--- src/rtl/rh_gpv_cap_pkg.sv ---
// Shared definitions for the general-purpose-vector capture block:
// parameter defaults, the capture state encoding and a saturating helper.
package rh_gpv_cap_pkg;

  localparam int DEF_VECTOR_WIDTH = 32;
  localparam int DEF_TS_WIDTH     = 16;
  localparam int DEF_DEPTH        = 8;

  typedef enum logic [1:0] {
    IDLE = 2'd0,
    RUN  = 2'd1,
    HALT = 2'd2
  } cap_state_t;

  // Drop counter stops at 255 so a long overflow burst never wraps to a small value
  function automatic logic [7:0] satInc8(input logic [7:0] value);
    return (value == 8'hFF) ? value : value + 8'd1;
  endfunction

endpackage

--- src/rtl/rh_gpv_cap_if.sv ---
// Valid/ready event stream carrying the captured vector and its timestamp.
interface rh_gpv_cap_if
  import rh_gpv_cap_pkg::*;
#(
  parameter int VECTOR_WIDTH = DEF_VECTOR_WIDTH,
  parameter int TS_WIDTH     = DEF_TS_WIDTH
);

  logic                    out_valid;
  logic                    out_ready;
  logic [VECTOR_WIDTH-1:0] out_vector;
  logic [TS_WIDTH-1:0]     out_timestamp;

  modport master (
    output out_valid,
    output out_vector,
    output out_timestamp,
    input  out_ready
  );

  modport slave (
    input  out_valid,
    input  out_vector,
    input  out_timestamp,
    output out_ready
  );

endinterface

--- src/rtl/rh_gpv_cap_fifo.sv ---
// Synchronous event FIFO. The head entry is presented combinationally and
// forced to zero while empty, so the outputs are clean straight out of reset.
module rh_gpv_cap_fifo #(
  parameter  int WIDTH = 8,
  parameter  int DEPTH = 8,
  localparam int AW    = $clog2(DEPTH),
  localparam int LW    = AW + 1
) (
  input  logic             clock,
  input  logic             reset,
  input  logic             i_push,
  input  logic             i_pop,
  input  logic             i_flush,
  input  logic [WIDTH-1:0] i_wdata,
  output logic [WIDTH-1:0] o_rdata,
  output logic             o_full,
  output logic             o_empty,
  output logic [LW-1:0]    o_level
);

  logic [WIDTH-1:0] r_mem [DEPTH];
  logic [AW-1:0]    r_wrPtr;
  logic [AW-1:0]    r_rdPtr;
  logic [LW-1:0]    r_level;
  logic             w_full;
  logic             w_empty;
  logic             w_popOk;
  logic             w_pushOk;

  assign w_full   = (r_level == LW'(DEPTH));
  assign w_empty  = (r_level == '0);
  assign w_popOk  = i_pop && !w_empty;
  // A full FIFO still takes a push when the head leaves in the same cycle
  assign w_pushOk = i_push && (!w_full || w_popOk);

  // Pointers wrap naturally because DEPTH is a power of two; flush wins over everything
  always_ff @(posedge clock or posedge reset) begin
    if (reset) begin
      r_wrPtr <= '0;
      r_rdPtr <= '0;
      r_level <= '0;
    end else if (i_flush) begin
      r_wrPtr <= '0;
      r_rdPtr <= '0;
      r_level <= '0;
    end else begin
      if (w_pushOk) r_wrPtr <= r_wrPtr + AW'(1);
      if (w_popOk)  r_rdPtr <= r_rdPtr + AW'(1);
      case ({w_pushOk, w_popOk})
        2'b10:   r_level <= r_level + LW'(1);
        2'b01:   r_level <= r_level - LW'(1);
        default: r_level <= r_level;
      endcase
    end
  end

  // Storage array needs no reset; stale contents are never shown while empty
  always_ff @(posedge clock) begin
    if (w_pushOk && !i_flush) r_mem[r_wrPtr] <= i_wdata;
  end

  assign o_rdata = w_empty ? '0 : r_mem[r_rdPtr];
  assign o_full  = w_full;
  assign o_empty = w_empty;
  assign o_level = r_level;

endmodule

--- src/rtl/rh_gpv_capture.sv ---
// Watches a general-purpose vector for masked bit changes while running and
// queues each change with its cycle timestamp on a valid/ready stream.
module rh_gpv_capture
  import rh_gpv_cap_pkg::*;
#(
  parameter  int VECTOR_WIDTH = DEF_VECTOR_WIDTH,
  parameter  int TS_WIDTH     = DEF_TS_WIDTH,
  parameter  int DEPTH        = DEF_DEPTH,
  localparam int LW           = $clog2(DEPTH) + 1
) (
  input  logic                    clock,
  input  logic                    reset,
  input  logic [VECTOR_WIDTH-1:0] vector,
  input  logic [VECTOR_WIDTH-1:0] mask,
  input  logic                    start,
  input  logic                    stop,
  input  logic                    clear,
  input  logic                    halt_on_full,
  rh_gpv_cap_if.master            out_if,
  output logic [1:0]              state,
  output logic                    overflow,
  output logic [7:0]              drop_count,
  output logic [LW-1:0]           level
);

  cap_state_t                       r_state;
  cap_state_t                       w_stateNext;
  logic [VECTOR_WIDTH-1:0]          r_prev;
  logic [TS_WIDTH-1:0]              r_ts;
  logic                             r_overflow;
  logic [7:0]                       r_dropCount;
  logic                             w_change;
  logic                             w_event;
  logic                             w_pop;
  logic                             w_pushOk;
  logic                             w_drop;
  logic                             w_full;
  logic                             w_empty;
  logic [LW-1:0]                    w_level;
  logic [LW-1:0]                    w_levelNext;
  logic [VECTOR_WIDTH+TS_WIDTH-1:0] w_headData;

  // Only RUN samples changes; a clear in the same cycle throws the event away
  assign w_change    = |((vector ^ r_prev) & mask);
  assign w_event     = (r_state == RUN) && w_change && !clear;
  assign w_pop       = out_if.out_ready && !w_empty;
  assign w_pushOk    = w_event && (!w_full || w_pop);
  assign w_drop      = w_event && w_full && !w_pop;
  assign w_levelNext = w_level + LW'(w_pushOk) - LW'(w_pop);

  rh_gpv_cap_fifo #(
    .WIDTH (VECTOR_WIDTH + TS_WIDTH),
    .DEPTH (DEPTH)
  ) u_fifo (
    .clock   (clock),
    .reset   (reset),
    .i_push  (w_event),
    .i_pop   (w_pop),
    .i_flush (clear),
    .i_wdata ({vector, r_ts}),
    .o_rdata (w_headData),
    .o_full  (w_full),
    .o_empty (w_empty),
    .o_level (w_level)
  );

  // Previous-vector register tracks the input every cycle, whatever the state
  always_ff @(posedge clock or posedge reset) begin
    if (reset) r_prev <= '0;
    else       r_prev <= vector;
  end

  // Free-running timestamp, restarted by clear
  always_ff @(posedge clock or posedge reset) begin
    if (reset)      r_ts <= '0;
    else if (clear) r_ts <= '0;
    else            r_ts <= r_ts + TS_WIDTH'(1);
  end

  // Sticky overflow flag and saturating count of events that found no room
  always_ff @(posedge clock or posedge reset) begin
    if (reset) begin
      r_overflow  <= 1'b0;
      r_dropCount <= '0;
    end else if (clear) begin
      r_overflow  <= 1'b0;
      r_dropCount <= '0;
    end else if (w_drop) begin
      r_overflow  <= 1'b1;
      r_dropCount <= satInc8(r_dropCount);
    end
  end

  // Capture state register
  always_ff @(posedge clock or posedge reset) begin
    if (reset) r_state <= IDLE;
    else       r_state <= w_stateNext;
  end

  // Next state: clear beats everything, stop beats start, HALT as the FIFO fills
  always_comb begin
    w_stateNext = r_state;
    if (clear) begin
      w_stateNext = IDLE;
    end else begin
      case (r_state)
        IDLE: if (start && !stop) w_stateNext = RUN;
        RUN: begin
          if (stop)
            w_stateNext = IDLE;
          else if (halt_on_full && (w_levelNext == LW'(DEPTH)))
            w_stateNext = HALT;
        end
        HALT:    if (stop) w_stateNext = IDLE;
        default: w_stateNext = IDLE;
      endcase
    end
  end

  assign out_if.out_valid     = !w_empty;
  assign out_if.out_vector    = w_headData[VECTOR_WIDTH+TS_WIDTH-1:TS_WIDTH];
  assign out_if.out_timestamp = w_headData[TS_WIDTH-1:0];

  assign state      = r_state;
  assign overflow   = r_overflow;
  assign drop_count = r_dropCount;
  assign level      = w_level;

endmodule

--- src/flat_wrapper.sv ---
// flat-port wrapper written by rule: the top's interface ports become plain ports
module rh_gpv_capture_flat import rh_gpv_cap_pkg::*;
#(
  parameter  int VECTOR_WIDTH = DEF_VECTOR_WIDTH,
  parameter  int TS_WIDTH     = DEF_TS_WIDTH,
  parameter  int DEPTH        = DEF_DEPTH,
  localparam int LW           = $clog2(DEPTH) + 1
)
  (clock, reset, vector, mask, start, stop, clear, halt_on_full, state, overflow, drop_count, level, out_if_out_valid, out_if_out_vector, out_if_out_timestamp, out_if_out_ready);
  rh_gpv_cap_if #(.VECTOR_WIDTH(VECTOR_WIDTH), .TS_WIDTH(TS_WIDTH)) out_if_i ();
  input  logic clock;
  input  logic reset;
  input  logic [VECTOR_WIDTH-1:0] vector;
  input  logic [VECTOR_WIDTH-1:0] mask;
  input  logic start;
  input  logic stop;
  input  logic clear;
  input  logic halt_on_full;
  output logic [1:0] state;
  output logic overflow;
  output logic [7:0] drop_count;
  output logic [LW-1:0] level;
  output wire logic [$bits(out_if_i.out_valid)-1:0] out_if_out_valid;
  output wire logic [$bits(out_if_i.out_vector)-1:0] out_if_out_vector;
  output wire logic [$bits(out_if_i.out_timestamp)-1:0] out_if_out_timestamp;
  input wire logic [$bits(out_if_i.out_ready)-1:0] out_if_out_ready;
  assign out_if_out_valid = out_if_i.out_valid;
  assign out_if_out_vector = out_if_i.out_vector;
  assign out_if_out_timestamp = out_if_i.out_timestamp;
  assign out_if_i.out_ready = out_if_out_ready;
  rh_gpv_capture #(.VECTOR_WIDTH(VECTOR_WIDTH), .TS_WIDTH(TS_WIDTH), .DEPTH(DEPTH)) u_core (.clock(clock), .reset(reset), .vector(vector), .mask(mask), .start(start), .stop(stop), .clear(clear), .halt_on_full(halt_on_full), .out_if(out_if_i), .state(state), .overflow(overflow), .drop_count(drop_count), .level(level));
endmodule
--- config.mk ---
export PLATFORM = sky130hd
export DESIGN_NAME = rh_gpv_capture_flat
export DESIGN_NICKNAME = d
export VERILOG_FILES = /design/src/rtl/rh_gpv_cap_pkg.sv /design/src/rtl/rh_gpv_cap_if.sv /design/src/rtl/rh_gpv_cap_fifo.sv /design/src/rtl/rh_gpv_capture.sv /design/src/flat_wrapper.sv
export SDC_FILE = /design/constraint.sdc
export NUM_CORES = 1
export LEC_CHECK = 0
export CAP_MARGIN = 25
export CORE_UTILIZATION = 58
export DETAILED_ROUTE_END_ITERATION = 6
export PLACE_DENSITY = 0.79
export SLEW_MARGIN = 15
export SYNTH_ARGS = -nofsm -noshare
export SYNTH_HDL_FRONTEND = slang
export SYNTH_SLANG_ARGS = --single-unit
--- constraint.sdc ---
create_clock -name clock -period 8.1 [get_ports clock]
set_input_delay 2.43 -clock clock [delete_from_list [all_inputs] [get_ports clock]]
set_output_delay 2.43 -clock clock [all_outputs]
set_load 0.01 [all_outputs]
### Placement density heat map

18 x 18 tiles, from white (low) to dark blue (high), 0 to 100% covered.
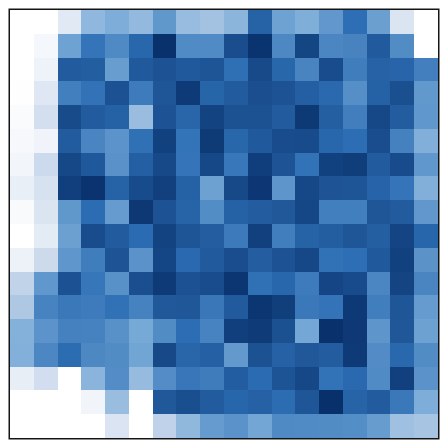
emptiest ninth of the die: south-west
fullest tile: 100%
mean over tiles: 66%
tiles over 75% full: 49%
nearly empty tiles: 5.6%

### M1 wires

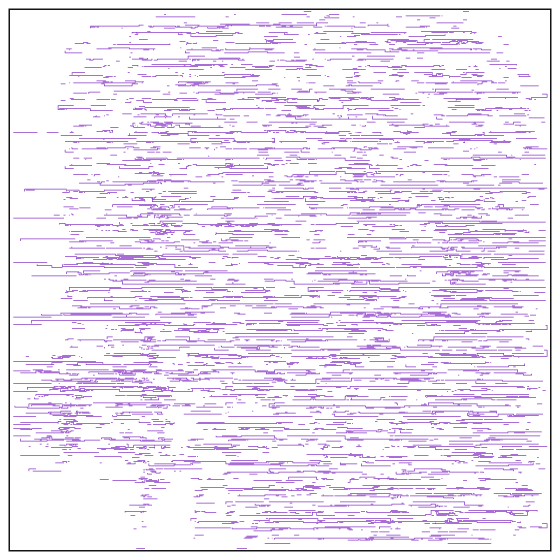
wire length on this layer: 15400 um
share of all routed wire: 40%
nets with wire on the layer: 1100
main direction: horizontal

==> results.txt <==
Main metrics from the flow reports.

The run finished with clean final reports. The mux contribution to synthesized area is 15.2%. The number of flip-flops and latches is 453. Setup repair after global routing left no endpoint under its margin. The total of hold buffers inserted after clock tree synthesis is 0. Among all flip-flop cells after synthesis, the most frequent one is edfxtp_1. The number of warning messages in the yosys log is 0. The area of the multi-input gates came out at 4550 um2. The largest registers in the layout are u_core.u_fifo.r_mem x384, u_core.r_prev x32, u_core.r_ts x16.

At the later pin of the worst-skew pair, clock insertion delay measures 540 ps. The met2 capacity usage during global routing is 42.4%. The switching power as a share of total power is 25.2%. The relative area change from synthesis to final layout came out at 19.3%.

CTS placed an instance of clkbuf_16 at the clock tree root. The largest individual stage delay along the critical path comes from the cell nor4_2. The routed length on met2 is 19600 um. The HPWL after detailed placement is 21000 um. The total stage count of the critical path came out at 16. After filler insertion, the fill cell instance count of the layout stands at 1864. Overall routing resource usage recorded by global route was 25.0%. The most common logic cell in the final layout is edfxtp_1. The kind of cell with the highest combined delay along the critical path is simple AND/OR/NAND/NOR gates.

The number of rows in the core area came out at 64. The setup path with the least slack is of type in2reg. The starting density of the core is 58.8%. The and-or/or-and share of the synthesized area came out at 1.95%. The remaining max-slew budget at the tightest pin came out at 43.6%. The parity-gate share of the synthesized area counting xor and xnor cells came out at 2.44%. The register with the highest flop count is u_core.u_fifo.r_mem. The residual antenna-violating net count after detailed routing came out at 0. TritonCTS built the clock tree.

The die extent in y is 178 um. For this run, asynchronously set or reset flops after synthesis account for 15.2%. The number of storage elements in the synthesis netlist is 453. The leakage dissipation came out at 7.05 nW. The post-route setup TNS is 0 ps. The OpenROAD warning count came out at 27.

RePlAce ended its routability-driven mode at a weighted congestion of 0.824. The setup-violating endpoint count in the final report came out at 0. The total die size is 31600 um2. The internal power of the cells totals 4.41 mW. The area used by sequential logic in the layout came out at 13300 um2. For this run, global-route usage on met1 was measured as 34.1%. The worst setup path is captured at a flop.

The maximum cell stage delay along the critical path is 700 ps. By instance count, the leading cell after synthesis is edfxtp_1. The largest share of the power goes to registers. The final clock period utilization by the worst path is 73.5%. The register with the most flip-flops in the layout has 384 of them. Gates resized during post-CTS repair numbered 0.

The number of design rule violations left after detail routing came out at 0. The number of buffers added by the clock tree synthesis step is 45. Cells fill 70.1% of the core in the end. Clock skew on the completed layout was measured at 16.2 ps. The maximum buffer depth of the clock tree came out at 3.

The combinational cell fraction of total power is 20.6%. The class of the tightest hold or removal check is reg2reg. The number of flops mapped to enable cells by yosys came out at 384. 135 I/O pins were placed. The portion of total power attributed to sequential cells came out at 45.2%. The power dissipated by switching net loads is 1.49 mW. The number of clock sinks came to 453. The final hold slack is 541 ps.

The cell class ranked first by area is flip-flops and latches. The fmax is 168 MHz. The clock-pin slew on the worst setup and hold paths is 60 ps. The fraction of cell area in non-clock buffers came out at 7.47%. The area of the core region came out at 30500 um2.

The placement stage leaves a total instance area of 19900 um2. The clock-cell share of area came out at 6.78%. The top cell types in the final layout, fill and taps aside, are 384 x edfxtp_1, 134 x clkdlybuf4s50_1, 96 x mux4_2. The synthesized design spends more area on one cell type than any other, namely edfxtp_1.

For reference, the post-synthesis area per instance comes to 19.4 um2. Synthesis produced 924 cells. In the final routing, the length of wire on met1 measures 15400 um.

The number of hold-slack violations in the final timing report is 0. Leaving out filler cells and counting taps, the final layout contains 1519. Once the clock tree was built, the setup fixing pass inserted 0 buffers.

The average routed wire per standard cell is 25.2 um. The post-route standard cell area excluding fillers came out at 21400 um2. The iteration tally of the first detailed-router pass is 5. The fraction of area in registers is 62.0%. The largest net degree at the start of global routing is 52. Per the placement log, port buffering inserted 134 buffers. The wire length reported by the detailed router came out at 38300 um. The global-route congestion overflow total came out at 0. The most used routing layer is met2. The power in the clock group came out at 2.01 mW. The plain and repair buffers instantiated in the layout total 158.
-- final timing paths --
| kind | to | from | slack, ps |
|---|---|---|---|
| worst min register to register | u_core.overflow$_DFFE_PP0P_ | u_core.overflow$_DFFE_PP0P_ | 540 |
| min in group asynchronous | u_core.r_ts[12]$_DFF_PP0_ | reset | 2230 |
| worst min-delay path | u_core.overflow$_DFFE_PP0P_ | u_core.overflow$_DFFE_PP0P_ | 540 |
| worst max register to register | u_core.state[0]$_DFFE_PP0P_ | u_core.u_fifo.o_level[1]$_DFFE_PP0P_ | 4310 |
| worst max-delay path | u_core.state[0]$_DFFE_PP0P_ | vector[14] | 2150 |
| max in group asynchronous | u_core.u_fifo.r_rdPtr[0]$_DFFE_PP0P_ | reset | 4710 |
Power and IR drop assume default switching activity.
